## src/rtl/dff_delay_line_if.sv

```systemverilog
// Bus interface for dff_delay_line: control, data in, and registered outputs.
// Optional macro DFF_QINV_EN adds the inverted output q_n.
interface dff_delay_line_if #(
    parameter int unsigned WIDTH = 8,
    parameter int unsigned DEPTH = 4
) ();
    localparam int unsigned CW = $clog2(DEPTH + 1);

    logic             en;
    logic             clr;
    logic [WIDTH-1:0] d;
    logic             d_valid;
    logic [WIDTH-1:0] q;
    logic             q_valid;
    logic [CW-1:0]    count;
    logic             full;
`ifdef DFF_QINV_EN
    logic [WIDTH-1:0] q_n;

    modport master (
        output en, clr, d, d_valid,
        input  q, q_valid, count, full, q_n
    );

    modport slave (
        input  en, clr, d, d_valid,
        output q, q_valid, count, full, q_n
    );
`else
    modport master (
        output en, clr, d, d_valid,
        input  q, q_valid, count, full
    );

    modport slave (
        input  en, clr, d, d_valid,
        output q, q_valid, count, full
    );
`endif
endinterface

```

## src/rtl/dff_delay_line.sv

```systemverilog
// dff_delay_line: stallable WIDTH x DEPTH register delay line with per-stage valid
// bits, synchronous flush, occupancy count and full flag.
// Optional macro DFF_QINV_EN drives bus.q_n = ~q.
module dff_delay_line #(
    parameter int unsigned      WIDTH     = 8,
    parameter int unsigned      DEPTH     = 4,
    parameter logic [WIDTH-1:0] RESET_VAL = '0
) (
    input  logic            clk,
    input  logic            rst,
    dff_delay_line_if.slave bus
);
    localparam int unsigned CW = $clog2(DEPTH + 1);

    logic [WIDTH-1:0] r_data [DEPTH];
    logic [DEPTH-1:0] r_valid;
    logic [CW-1:0]    r_count;
    logic [CW-1:0]    w_count_d;
    logic             w_flush;

    // rst and clr have identical effect; rst only wins in priority, which is moot here
    assign w_flush = rst || bus.clr;

    // One word enters and one leaves per advance, so count moves by at most one
    always_comb begin
        w_count_d = r_count + CW'(bus.d_valid) - CW'(r_valid[DEPTH-1]);
    end

    // Data stages: flush to RESET_VAL, otherwise shift on en, else hold
    always_ff @(posedge clk) begin
        if (w_flush) begin
            for (int i = 0; i < int'(DEPTH); i++) begin
                r_data[i] <= RESET_VAL;
            end
        end else if (bus.en) begin
            r_data[0] <= bus.d;
            for (int i = 1; i < int'(DEPTH); i++) begin
                r_data[i] <= r_data[i-1];
            end
        end
    end

    // Valid bits and occupancy count advance in lockstep with the data stages
    always_ff @(posedge clk) begin
        if (w_flush) begin
            r_valid <= '0;
            r_count <= '0;
        end else if (bus.en) begin
            r_valid[0] <= bus.d_valid;
            for (int i = 1; i < int'(DEPTH); i++) begin
                r_valid[i] <= r_valid[i-1];
            end
            r_count <= w_count_d;
        end
    end

    assign bus.q       = r_data[DEPTH-1];
    assign bus.q_valid = r_valid[DEPTH-1];
    assign bus.count   = r_count;
    assign bus.full    = (r_count == CW'(DEPTH));
`ifdef DFF_QINV_EN
    assign bus.q_n     = ~r_data[DEPTH-1];
`endif

`ifndef SYNTHESIS
    // Count must stay in range and agree with the valid bits it summarises
    a_count_range: assert property (@(posedge clk) r_count <= CW'(DEPTH));
    a_count_match: assert property (@(posedge clk) r_count == CW'($countones(r_valid)));
`endif
endmodule
```

## src/flat_wrapper.sv

```systemverilog
// flat-port wrapper written by rule: the top's interface ports become plain ports
module dff_delay_line_flat 
#(
    parameter int unsigned      WIDTH     = 8,
    parameter int unsigned      DEPTH     = 4,
    parameter logic [WIDTH-1:0] RESET_VAL = '0
)
  (clk, rst, bus_en, bus_clr, bus_d, bus_d_valid, bus_q, bus_q_valid, bus_count, bus_full);
  dff_delay_line_if #(.WIDTH(WIDTH), .DEPTH(DEPTH)) bus_i ();
  input  logic clk;
  input  logic rst;
  input wire logic [$bits(bus_i.en)-1:0] bus_en;
  input wire logic [$bits(bus_i.clr)-1:0] bus_clr;
  input wire logic [$bits(bus_i.d)-1:0] bus_d;
  input wire logic [$bits(bus_i.d_valid)-1:0] bus_d_valid;
  output wire logic [$bits(bus_i.q)-1:0] bus_q;
  output wire logic [$bits(bus_i.q_valid)-1:0] bus_q_valid;
  output wire logic [$bits(bus_i.count)-1:0] bus_count;
  output wire logic [$bits(bus_i.full)-1:0] bus_full;
  assign bus_i.en = bus_en;
  assign bus_i.clr = bus_clr;
  assign bus_i.d = bus_d;
  assign bus_i.d_valid = bus_d_valid;
  assign bus_q = bus_i.q;
  assign bus_q_valid = bus_i.q_valid;
  assign bus_count = bus_i.count;
  assign bus_full = bus_i.full;
  dff_delay_line #(.WIDTH(WIDTH), .DEPTH(DEPTH), .RESET_VAL(RESET_VAL)) u_core (.clk(clk), .rst(rst), .bus(bus_i));
endmodule
```

## config.mk

```make
export PLATFORM = sky130hd
export DESIGN_NAME = dff_delay_line_flat
export DESIGN_NICKNAME = d
export VERILOG_FILES = /design/src/rtl/dff_delay_line_if.sv /design/src/rtl/dff_delay_line.sv /design/src/flat_wrapper.sv
export SDC_FILE = /design/constraint.sdc
export NUM_CORES = 1
export LEC_CHECK = 0
export ABC_AREA = 0
export CAP_MARGIN = 10
export CORE_ASPECT_RATIO = 1.4
export CORE_MARGIN = 10
export CORE_UTILIZATION = 52
export CTS_CLUSTER_DIAMETER = 50
export DETAILED_ROUTE_END_ITERATION = 8
export PLACE_DENSITY = 0.79
export SLEW_MARGIN = 15
export SYNTH_ARGS = -nofsm -noshare
export SYNTH_HDL_FRONTEND = slang
export SYNTH_SLANG_ARGS = --single-unit
```

## constraint.sdc

```tcl
create_clock -name clk -period 2.3 [get_ports clk]
set_clock_uncertainty 0.15 [all_clocks]
set_input_delay 0.23 -clock clk [delete_from_list [all_inputs] [get_ports clk]]
set_output_delay 0.23 -clock clk [all_outputs]
set_load 0.02 [all_outputs]
```

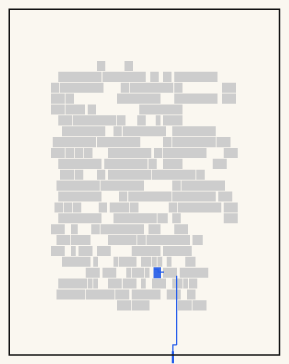
**Above:** run 1 (nets reached from selected ports).
(4 px per µm)
- blue: bus_full (direction output; end cells 1; buffers 1; wire 23.1 µm)

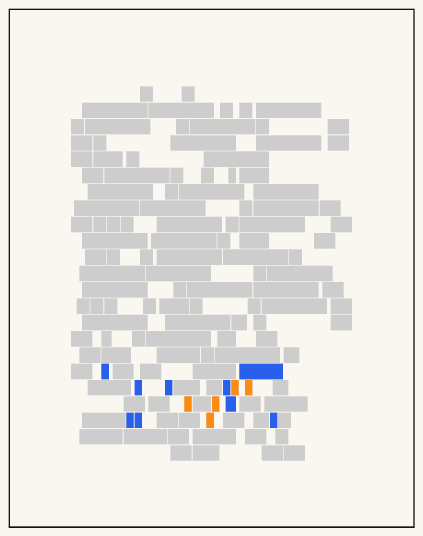
**Above:** run 1 (gate families picked out).
(6 px per µm)
- orange: inv cells (cells 5; where bottom center)
- blue: nor cells (cells 9)
multi-input combinational area share: 0.205
Finished Layout Cells: 171

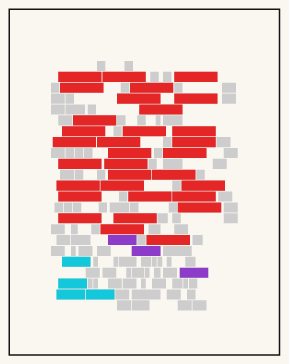
**Above:** run 1 (sequential cells grouped by signal name).
(4 px per µm)
- red: u_core.r_data (placed flops 32)
- cyan: u_core.r_valid (placed flops 4; where lower left)
- purple: u_core.bus.count (placed flops 3)

[run 1: routing by layer]
metal / GRT usage / wire (µm)
met1: 0.0775 / 850
met2: 0.142 / 1150
met3: 0.0404 / 180
met4: 0.0449 / 23
met5: 0 / 0
[run 1: per-stage QoR]
stage	hold WS [ns]	util	total power [mW]	std cells	instance area, µm²
after global placement	0.328	0.621	0.897	163	1820
after global routing	0.381	0.650	1.38	171	1910
final	0.347	0.650	1.32	171	1910
after CTS	0.355	0.650	1.34	171	1910
after detailed placement	0.338	0.621	0.903	163	1820
after floorplan	0.227	-	0.870	112	1620
[run 1: where the power goes]
| group | switching (mW) | total, mW | internal, mW |
|---|---|---|---|
| clock network | 0.228 | 0.439 | 0.212 |
| registers | 0.00805 | 0.799 | 0.790 |
| logic | 0.0423 | 0.0871 | 0.0448 |
[run 1: worst max-delay path, cell delays in order (launching register included)]
cell and delay, ns:
dfxtp_1 0.38, inv_1 0.06, ha_1 0.29, inv_1 0.06, ha_1 0.13, inv_1 0.05
fa_1 0.37, xor2_1 0.20, a211oi_1 0.11, a31o_2 0.23
[run 1: flip-flops by register name, summed over array words and instances (netlist names)]
name              count
u_core.r_data        32
u_core.bus.count      3
u_core.r_valid        4
[run 1: cell type report]
cell class | count | area [µm²]
timing repair buffer | 27 | 265
clock buffer | 6 | 72.6
sequential | 39 | 1100
clock inverter | 2 | 12.5
inverter | 5 | 18.8
fill | 239 | 1030
multi-input combinational | 55 | 392
tap | 37 | 46.3
[run 1: cell usage in the layout, fill, tap and decap left out, drive strengths merged]
cell type,count
dfxtp,7
or3,1
inv,5
a211oi,2
nor3,1
or2,1
xor2,1
clkinvlp,1
clkinv,1
mux2i,5
and2,32
nor2,8
a31o,1
edfxtp,32
clkdlybuf4s50,25
buf,2
fa,1
ha,2
clkbuf,6
[run 1: kinds of logic after synthesis]
logic type                 Yosys count  synth area share
AOI/OAI and AO/OA                    3            0.0147
xor gates and xnor gates             1           0.00540
adders and majority gates            3            0.0278
buffers and inverters               18            0.0795
DFF                                 39             0.679
muxes                                5            0.0309
and+or+nand+nor                     43             0.163
[run 1: worst min path at each step]
stage	from	endpoint	slack (ns)	depth (start not counted)
6_report	u_core.r_valid[1]$_SDFFE_PP0P_	u_core.r_valid[2]$_SDFFE_PP0P_	0.35	2
5_1_grt	u_core.r_valid[2]$_SDFFE_PP0P_	u_core.r_valid[2]$_SDFFE_PP0P_	0.38	2
4_1_cts	u_core.r_valid[2]$_SDFFE_PP0P_	u_core.r_valid[2]$_SDFFE_PP0P_	0.35	2
3_5_place_dp	u_core.r_valid[2]$_SDFFE_PP0P_	u_core.r_valid[2]$_SDFFE_PP0P_	0.34	2
3_3_place_gp	u_core.r_valid[1]$_SDFFE_PP0P_	u_core.r_valid[2]$_SDFFE_PP0P_	0.33	2
2_1_floorplan	bus_d_valid	u_core.r_valid[0]$_SDFFE_PP0P_	0.23	2
==> impl_metrics.env, run 1 <==
# flow metrics
export IMPL_outcome="completed"
export IMPL_ys_ff=39
export IMPL_drt_wl_total_mm=2.20
export IMPL_ioPinCount=26
export IMPL_r2r_start="u_core.bus.count[0]$_SDFFE_PP0P_"
export IMPL_place_ws_ns=0.179
export IMPL_root_buffer="clkbuf_8"
export IMPL_cts_tree="built"
export IMPL_synth_top_cell_by_area="edfxtp_1"
export IMPL_ys_async_sr_fraction=0
export IMPL_ys_chip_area_mm2=0.00162
export IMPL_area_leaders="edfxtp_1 (59%), and2_1 (12%), dfxtp_1 (8.6%)"
export IMPL_routed_via_density=4.79
export IMPL_track_usage=0.0828
export IMPL_syn_mean_instance_area_um2=14.5
export IMPL_vdd_drop_max_v=0.000502
export IMPL_grt_pass1_wl_mm=3.63
export IMPL_rrSetupSlack_ns=0.19
export IMPL_die_area_mm2=0.00578
export IMPL_ys_cells=112
export IMPL_worstSetupPathType="flop to flop"
export IMPL_rsz0062_at_grt="no"
export IMPL_numCtsBuffers=5
export IMPL_wl_per_cell_um=12.9
export IMPL_yosysUniqueCellTypes=18
export IMPL_syn_area_mm2=0.00162
export IMPL_antenna_found_initial=0
export IMPL_worst_slack_ns=0.189
export IMPL_antenna_cells=0
export IMPL_power_leakage_nw=0.776
export IMPL_common_cells="and2_1 (32), edfxtp_1 (32), buf_4 (8), dfxtp_1 (7), nor2_1 (7)"
export IMPL_p_per_area_mw_per_mm2=694
export IMPL_crit_arrival_ns=2.14
**Run 1: cell density map**

(3 px per µm) 7 x 9 tiles, from dark purple (low) to yellow (high), 0 to 100% covered.
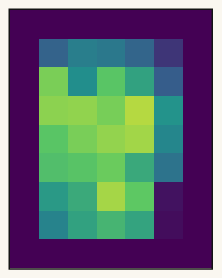

==> run 2: changes to the inputs <==
--- a/config.mk
+++ b/config.mk
@@ -6,9 +6,9 @@
 export NUM_CORES = 1
 export LEC_CHECK = 0
 export ABC_AREA = 0
+export ABC_CLOCK_PERIOD_IN_PS = 2300
 export CAP_MARGIN = 10
 export CORE_ASPECT_RATIO = 1.4
-export CORE_MARGIN = 10
 export CORE_UTILIZATION = 52
 export CTS_CLUSTER_DIAMETER = 50
 export DETAILED_ROUTE_END_ITERATION = 8
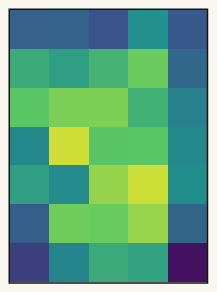
**Above:** run 2 (cell density map).
(4 px per µm) 5 x 7 tiles, from dark purple (low) to yellow (high), 0 to 100% covered.
- densest ninth of the die: center
- tiles over 75% full: 26%
- fullest tile: 93%
core area: 0.00291 mm²
FP Core Util: 0.558
fin util: 0.656

==> impl_metrics.env, run 2 <==
# flow metrics
export IMPL_outcome="completed"
export IMPL_synth_top_cell_by_area="edfxtp_1"
export IMPL_power_leakage_nw=0.776
export IMPL_synthAoiAreaFrac=0.0147
export IMPL_numCtsBuffers=5
export IMPL_synth_area_mux_share=0.0309
export IMPL_total_power_mw=1.32
export IMPL_cp_common_cell="inv_1"
export IMPL_fillers=226
export IMPL_ys_chip_area_mm2=0.00162
export IMPL_grt_pass1_wl_mm=3.33
export IMPL_drt_wl_total_mm=1.98
export IMPL_vdd_drop_max_v=0.000441
export IMPL_p_per_area_mw_per_mm2=690
export IMPL_wl_per_cell_um=11.6
export IMPL_root_buffer="clkbuf_8"
export IMPL_crit_chain="inv_1 -> ha_1 -> inv_1 -> ha_1 -> inv_1 -> fa_1 -> xor2_1 -> a211oi_1 -> a31o_2"
export IMPL_regMostFlops="u_core.r_data"
export IMPL_ys_async_sr_fraction=0
export IMPL_area_leaders="edfxtp_1 (59%), and2_1 (12%), dfxtp_1 (8.6%)"
export IMPL_die_area_mm2=0.00335
export IMPL_yosysUniqueCellTypes=18
export IMPL_syn_area_mm2=0.00162
export IMPL_xor_share=0.00540
export IMPL_antenna_found_initial=0
export IMPL_instances_no_fill=171
export IMPL_dp_cells=163
export IMPL_ioPinCount=26
export IMPL_ys_ff=39
export IMPL_crit_arrival_ns=2.13
export IMPL_routed_via_density=4.76
export IMPL_rsz0062_at_grt="no"
export IMPL_largest_reg_flops=32
export IMPL_ys_cells=112
export IMPL_cts_tree="built"
export IMPL_track_usage=0.142
export IMPL_final_cell_mix="and2_1 (32), edfxtp_1 (32), clkdlybuf4s50_1 (25), nor2_1 (7), dfxtp_1 (7)"
export IMPL_rrSetupSlack_ns=0.20
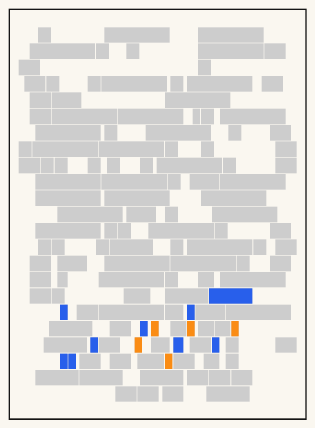
**Above:** run 2 (gate families picked out).
(6 px per µm)
- orange: inv cells (cells 5; where bottom center)
- blue: nor cells (cells 9)

==> run 2: cell counts after synthesis <==
Identical to the previous run, type by type.
==> run 2: cell type report <==
class | instances | area [µm²] | area share
tap | 37 | 46.3 | 0.0243
clock buffer | 6 | 72.6 | 0.0380
timing repair buffer | 27 | 265 | 0.139
inverter | 5 | 18.8 | 0.00984
sequential | 39 | 1100 | 0.577
multi-input combinational | 55 | 392 | 0.205
clock inverter | 2 | 12.5 | 0.00656
==> run 2: worst max-delay path, delay by kind of cell (launching register included) <==
family          cells  cell delay, ns
xor+xnor            1            0.18
flops               1            0.39
buf+inv             3            0.17
fa+ha+maj           3            0.78
compound gates      2            0.32
==> run 2: cell families (layout without fill, tap and decap cells) <==
family | after synthesis | after routing
simple gates | 43 | 43
flops | 39 | 39
buf+inv | 18 | 40
mux | 5 | 5
fa+ha+maj | 3 | 3
compound gates | 3 | 3
xor+xnor | 1 | 1
==> run 2: per-layer routing <==
| metal | GRT usage | vias up | share of wire |
|---|---|---|---|
| li1 | - | 411 | - |
| met1 | 0.137 | 373 | 0.39 |
| met2 | 0.255 | 23 | 0.53 |
| met3 | 0.0533 | 7 | 0.049 |
| met4 | 0.0882 | 0 | 0.026 |
| met5 | 0 | - | 0 |
==> run 2: stage by stage <==
| stage | util | setup slack, ns | hold slack [ns] | area [µm²] |
|---|---|---|---|---|
| after floorplan | - | 0.200 | 0.227 | 1620 |
| after global placement | 0.627 | 0.290 | 0.328 | 1820 |
| after detailed placement | 0.627 | 0.191 | 0.340 | 1820 |
| after CTS | 0.656 | 0.188 | 0.356 | 1910 |
| after global routing | 0.656 | 0.0796 | 0.375 | 1910 |
| final | 0.656 | 0.201 | 0.348 | 1910 |
==> run 2: final timing paths <==
check,from,cells past startpoint,end
min,u_core.r_valid[1]$_SDFFE_PP0P_,2,u_core.r_valid[1]$_SDFFE_PP0P_
max,u_core.bus.count[0]$_SDFFE_PP0P_,9,u_core.bus.count[2]$_SDFFE_PP0P_
min reg2reg,u_core.r_valid[1]$_SDFFE_PP0P_,2,u_core.r_valid[1]$_SDFFE_PP0P_
max reg2reg,u_core.bus.count[0]$_SDFFE_PP0P_,9,u_core.bus.count[2]$_SDFFE_PP0P_
==> run 2: power by group <==
group	total (mW)	switching, mW	internal (mW)
clock network	0.431	0.220	0.211
logic	0.0868	0.0419	0.0449
registers	0.798	0.00769	0.791
total	1.32	0.269	1.05
Power figures rest on the tool's default switching activity, not on a simulated workload.
